**Zoomed window**

Bar = 10 µm. Window x 31 to 56, y 9 to 34 µm. Cells in gray, sequential cells in the stronger gray; small squares are vias.
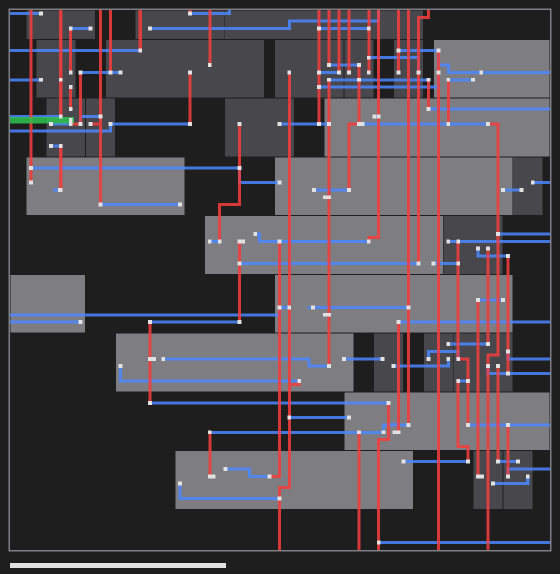
**Sequential cells grouped by signal name**

Bar = 50 µm. Other sequential cells in the stronger gray, the rest of the logic in the fainter gray.
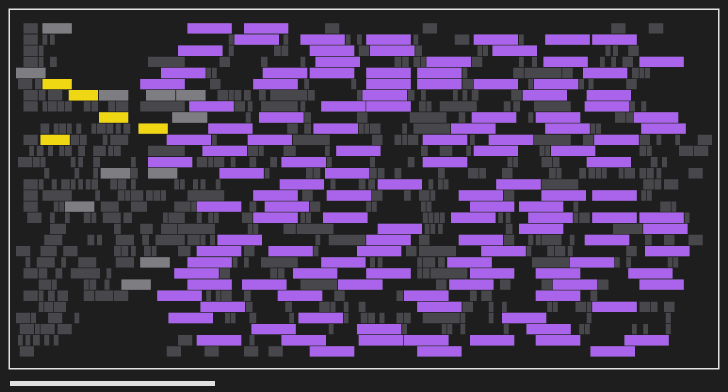
**Logic cells by family**

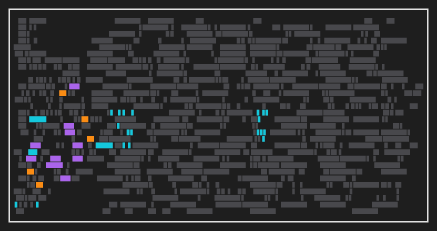
===== config.mk =====
export PLATFORM = sky130hd
export DESIGN_NAME = fifo_param
export DESIGN_NICKNAME = d
export VERILOG_FILES = /design/src/rtl/fifo_param.sv
export SDC_FILE = /design/constraint.sdc
export NUM_CORES = 1
export LEC_CHECK = 0
export ABC_AREA = 1
export CORE_ASPECT_RATIO = 0.5
export CORE_UTILIZATION = 44
export CTS_CLUSTER_SIZE = 30
export DETAILED_ROUTE_END_ITERATION = 8
export GPL_ROUTABILITY_DRIVEN = 1
export PLACE_DENSITY_LB_ADDON = 0.05
export SYNTH_ARGS = -nofsm -noshare
export SYNTH_HDL_FRONTEND = slang
export SYNTH_SLANG_ARGS = --single-unit

===== constraint.sdc =====
create_clock -name clk -period 5.3 [get_ports clk]
set_input_delay 1.59 -clock clk [delete_from_list [all_inputs] [get_ports clk]]
set_output_delay 1.59 -clock clk [all_outputs]
set_load 0.03 [all_outputs]

===== src/rtl/fifo_param.sv =====
// Parametrised single-clock FIFO with first-word-fall-through read data,
// occupancy count, almost-full/empty thresholds, sticky error flags and flush.
module fifo_param #(
   parameter int unsigned WIDTH           = 8,
   parameter int unsigned DEPTH           = 16,
   parameter int unsigned AF_THRESH       = 14,
   parameter int unsigned AE_THRESH       = 1,
   parameter bit          BLOCK_RD_ON_OVF = 1'b0,
   localparam int unsigned ADDR_W         = $clog2(DEPTH)
) (
   input  logic              clk,
   input  logic              reset,
   input  logic [WIDTH-1:0]  wr_data,
   input  logic              wr_request,
   output logic [WIDTH-1:0]  rd_data,
   input  logic              rd_request,
   input  logic              flush,
   output logic              empty,
   output logic              full,
   output logic              almost_empty,
   output logic              almost_full,
   output logic [ADDR_W:0]   count,
   output logic              overflow,
   output logic              underflow,
   input  logic              clear_overflow_request,
   input  logic              clear_underflow_request,
   output logic [ADDR_W-1:0] wr_index,
   output logic [ADDR_W-1:0] rd_index
);

   localparam logic [ADDR_W:0] AfThresh = (ADDR_W + 1)'(AF_THRESH);
   localparam logic [ADDR_W:0] AeThresh = (ADDR_W + 1)'(AE_THRESH);

   logic [WIDTH-1:0] mem [DEPTH];

   // One extra pointer bit distinguishes full from empty so all entries are usable.
   logic [ADDR_W:0] wr_ptr_q, wr_ptr_d;
   logic [ADDR_W:0] rd_ptr_q, rd_ptr_d;
   logic            overflow_q, overflow_d;
   logic            underflow_q, underflow_d;

   logic rd_blocked;
   logic wr_accept, rd_accept;
   logic wr_error, rd_error;

   // Status derives only from registered pointers, so requests never feed flags.
   assign wr_index     = wr_ptr_q[ADDR_W-1:0];
   assign rd_index     = rd_ptr_q[ADDR_W-1:0];
   assign empty        = (wr_ptr_q == rd_ptr_q);
   assign full         = (wr_ptr_q[ADDR_W] != rd_ptr_q[ADDR_W]) && (wr_index == rd_index);
   assign count        = wr_ptr_q - rd_ptr_q;
   assign almost_empty = (count <= AeThresh);
   assign almost_full  = (count >= AfThresh);
   assign overflow     = overflow_q;
   assign underflow    = underflow_q;
   assign rd_data      = mem[rd_index];

   // Accept/error decode and next-state for pointers and sticky flags.
   always_comb begin
      rd_blocked  = BLOCK_RD_ON_OVF && overflow_q;
      wr_accept   = wr_request && !full && !flush;
      rd_accept   = rd_request && !empty && !rd_blocked && !flush;
      wr_error    = wr_request && full && !flush;
      rd_error    = rd_request && (empty || rd_blocked) && !flush;

      wr_ptr_d    = wr_ptr_q;
      rd_ptr_d    = rd_ptr_q;
      overflow_d  = overflow_q;
      underflow_d = underflow_q;

      if (flush) begin
         rd_ptr_d = wr_ptr_q;
      end else begin
         if (wr_accept) wr_ptr_d = wr_ptr_q + 1'b1;
         if (rd_accept) rd_ptr_d = rd_ptr_q + 1'b1;
      end

      // A new error in the same cycle as its clear keeps the flag set.
      if (clear_overflow_request)  overflow_d  = 1'b0;
      if (wr_error)                overflow_d  = 1'b1;
      if (clear_underflow_request) underflow_d = 1'b0;
      if (rd_error)                underflow_d = 1'b1;
   end

   // Pointer and flag registers with synchronous active-low reset.
   always_ff @(posedge clk) begin
      if (!reset) begin
         wr_ptr_q    <= '0;
         rd_ptr_q    <= '0;
         overflow_q  <= 1'b0;
         underflow_q <= 1'b0;
      end else begin
         wr_ptr_q    <= wr_ptr_d;
         rd_ptr_q    <= rd_ptr_d;
         overflow_q  <= overflow_d;
         underflow_q <= underflow_d;
      end
   end

   // Storage array; contents are not reset.
   always_ff @(posedge clk) begin
      if (reset && wr_accept) mem[wr_index] <= wr_data;
   end

endmodule


==> flow_summary_export.csv <==
group,metric,value,unit
place,port_buffers,41,
synthesis,postSynth.topFlopCell,"sky130_fd_sc_hd__edfxtp_1",
die,placeableCoreArea,13900,µm²
cts,cts_tree,"yes",
global_routing,wire_length_of_the_first_global_routing_pass,22200,µm
synthesis,asyncSetResetFlopFracSynth,0,
die,fp-row-count,30,
routing,drt_first_pass_iters,5,
worst_setup_path,path_common_cell,"sky130_fd_sc_hd__nand2_1",
layout,final_nets,630,
final_timing,fmax,0.224,GHz
synthesis,synth.cell_area,6430,µm²
final_timing,fin_worst_skew,9.05,ps
layout,num_antenna_cells,0,
synthesis,yosys.cell_count.top_type,"sky130_fd_sc_hd__edfxtp_1",
synthesis,netlist.top_cell.by_area,"sky130_fd_sc_hd__edfxtp_1",
global_routing,number_of_antenna_violations_at_the_first_check_in_global_routing,0,
cts,tritoncts.num_buffers,17,
die,fp_util,0.463,
routing,route.detailed.vias_per_inst,5.14,
place,place_congestion,0.784,
global_routing,grt_pass1_vias,4039,
global_routing,grt_start_max_net_pins,67,
worst_setup_path,cp_slowest_stage_delay,700,ps
worst_setup_path,path_max_fanout,7,
die,pin_count,42,
cts,holdBufCountCts,0,
cts,clock_edge_transition_at_the_registers_on_the_reported_setup_and_hold_paths,60,ps
synthesis,seq_area_frac_synth,0.648,
layout,postLayoutCellArea,7570,µm²
cts,clk_latency,410,ps
routing,drt-total-wl,14100,µm
cts,cts.root.buffer_cell,"sky130_fd_sc_hd__clkbuf_16",
final_timing,timing_worst_slew_pin_value,955,ps
worst_setup_path,critical_path.startpoint_type,"flip-flop",
synthesis,edf_count,128,
cts,h_tree_lvls,4,
routing,antenna_violating_nets_post_route,0,
final_timing,hold_viol_final,0,
global_routing,grt_util_all_layers,0.203,
synthesis,yosysCellCount,579,
worst_setup_path,critPathCaptureType,"output port",
power,power.density,363,nW/µm²
worst_setup_path,cell_with_the_largest_stage_delay_on_the_worst_path,"sky130_fd_sc_hd__clkdlybuf4s50_1",
status,outcome,"finished, final reports clean",
layout,flow.area_growth_from_synthesis,17.7,%
synthesis,synth-seq-cells,144,
job,warning_count,29,
job,max_cap_violations,0,
synthesis,postSynthNetCount,604,
place,place_area,6910,µm²
cts,ctsResizeCount,0,
layout,fraction_of_layout_cells_with_a_size_suffix_above_1,0.0793,
synthesis,synth_area_per_cell,11.1,µm²
routing,post_drt_wl_per_cell,17.4,µm
routing,vias,4163,
worst_setup_path,cp.required,3710,ps
layout,filler_cell_count,1234,
hold_path,hold_class,"reg -> reg",
routing,post-route-drc-count,0,
die,die_height,87.5,µm
global_routing,global_route.overflow_total,0,
final_timing,final.min_clock_period,4460,ps
place,hpwl,8740,µm
cts,clock_sinks,144,
final_timing,timing.final.setup_violations,0,
final_timing,fin_crit_sh,0.842,
synthesis,netlist_instances,579,
final_timing,timing.final.max_slew_violations,0,
power,vdd_ir_drop_max,0.206,mV
cts,cts_post_setup_buffers_inserted,0,
die,dieArea,15100,µm²
die,die_width,173,µm
synthesis,synth.yosys.chip_area,6430,µm²
final_timing,maxSlewHeadroom,0.363,
synthesis,synth.distinct_cells,27,
worst_setup_path,crit_chain,"inv_1 -> ha_1 -> fa_1 -> nand3b_1 -> nand2_1 -> nand2_1 -> and2_1 -> o21ai_0 -> clkdlybuf4s50_1",
final_timing,final.setup.tns,0,ps
layout,multiInputGateArea,1730,µm²
worst_setup_path,crit_path_category,"reg -> out",
final_timing,rsz0062_at_grt,"false",
synthesis,synth-warning-count,0,
synthesis,synthTopCellsByCount,"128 x sky130_fd_sc_hd__edfxtp_1, 99 x sky130_fd_sc_hd__nand2_1, 87 x sky130_fd_sc_hd__inv_1, 66 x sky130_fd_sc_hd__nand3_1, 55 x sky130_fd_sc_hd__o211ai_1",
worst_setup_path,timing.critical_path.arrival,2870,ps
synthesis,yosysTopAreaCellShare,0.598,
cts,clockBufferDepth,2,
synthesis,ys_top_cells_by_area,"sky130_fd_sc_hd__edfxtp_1 60%, sky130_fd_sc_hd__o211ai_1 6.4%, sky130_fd_sc_hd__nand2_1 5.8%",
routing,dr.first_iter.drc_count,302,
About 'zoomed window':
legend:
  blue:
    layer: M1
  green:
    layer: M3
  red:
    layer: M2
sequential cells in the window: 8
netlist names of flops here include: mem (7), wr_ptr_q (1)
most frequent: edfxtp_1 (7), inv_1 (3), nand2_1 (3)
cells with their middle in the window: 23

About 'sequential cells grouped by signal name':
legend:
  yellow:
    signal: rd_ptr_q
    placed_flops: 5
  purple:
    signal: mem
    placed_flops: 128
power dissipated in sequential cells: 1.26 mW
flip-flop and latch area: 4170 µm²
Finished Core Util: 0.545
Seq area share: 0.551

About 'logic cells by family':
legend:
  orange:
    family: xor and xnor cells
    cells: 5
    most_used: xnor2_1
  cyan:
    family: nor cells
    cells: 22
    most_used: nor2_1
  purple:
    family: fa/ha/maj cells
    cells: 10
    most_used: ha_1
multi-input gate share of total cell area: 0.228
Commonest Layout Cell: sky130_fd_sc_hd__edfxtp_1
final cell count without fillers: 810

==> cell usage in the layout (no fill, tap or decap), types with 5 or more instances in the layout <==
| master | n |
|---|---|
| sky130_fd_sc_hd__ha_1 | 9 |
| sky130_fd_sc_hd__a21oi_1 | 22 |
| sky130_fd_sc_hd__dfxtp_1 | 15 |
| sky130_fd_sc_hd__o211ai_1 | 55 |
| sky130_fd_sc_hd__nand2_1 | 99 |
| sky130_fd_sc_hd__nand3_1 | 66 |
| sky130_fd_sc_hd__clkbuf_16 | 22 |
| sky130_fd_sc_hd__clkinv_4 | 5 |
| sky130_fd_sc_hd__clkdlybuf4s50_1 | 41 |
| sky130_fd_sc_hd__inv_1 | 87 |
| sky130_fd_sc_hd__nor2_1 | 19 |
| sky130_fd_sc_hd__o21ai_0 | 12 |
| sky130_fd_sc_hd__edfxtp_1 | 128 |
| sky130_fd_sc_hd__nand2_4 | 5 |
==> stage by stage <==
step                      std cells  power (mW)  hold WS, ps  setup slack, ps
after floorplan                 579        1.42          479             1170
after global placement          778        1.51          459             1320
after detailed placement        778        1.51          465             1260
after CTS                       810        2.77          476              812
after global routing            810        2.84          498              619
final                           810        2.75          468              835
==> per-layer routing <==
metal	global-route usage	part of all wire	wire length, µm	vias up
met5	0	0	0	-
met4	0.0748	0.010	143	0
met3	0.0493	0.057	806	14
met2	0.329	0.46	6450	105
met1	0.268	0.48	6720	1995
li1	-	-	-	2049
==> area by class of cell <==
class | count | area share
flip-flops and latches | 144 | 0.551
multi-input cells | 309 | 0.228
clock buffers | 25 | 0.0756
repair buffers | 44 | 0.0589
inverters | 89 | 0.0441
well taps | 192 | 0.0317
clock inverters | 7 | 0.0109
==> flip-flops by register name, indices dropped and copies added (netlist names), named ones only <==
name and cells:
mem 128, rd_ptr_q 5, wr_ptr_q 5, overflow 1, underflow 1
==> where the power goes <==
part,switching (mW),internal [mW],total (mW)
logic,0.140,0.0827,0.222
clock network,0.465,0.806,1.27
registers,0.0163,1.24,1.26
==> critical path: cells and delay by family, from the launching register on <==
kind,cells,cell delay [ps]
buffers and inverters,2,830
adder cells (fa/ha/maj),2,640
AND/OR/NAND/NOR,4,460
flip-flops,1,440
AND-OR/OR-AND,1,90
==> logic make-up after synthesis <==
| logic type | after synthesis | share of synthesized area |
|---|---|---|
| and+or+nand+nor | 203 | 0.148 |
| DFF | 144 | 0.648 |
| buffers and inverters | 126 | 0.0837 |
| AOI/OAI and AO/OA | 91 | 0.0929 |
| adders and majority gates | 10 | 0.0206 |
| xor gates and xnor gates | 5 | 0.00681 |
==> final timing paths <==
check | from | end | slack, ps | depth (start not counted)
worst max-delay path | wr_ptr_q[0] | almost_full | 840 | 9
worst min register to register | underflow | underflow | 470 | 2
worst min-delay path | underflow | underflow | 470 | 2
worst max register to register | wr_ptr_q[2] | mem[3][4] | 2520 | 6
Power is estimated from default activity; no workload was simulated.
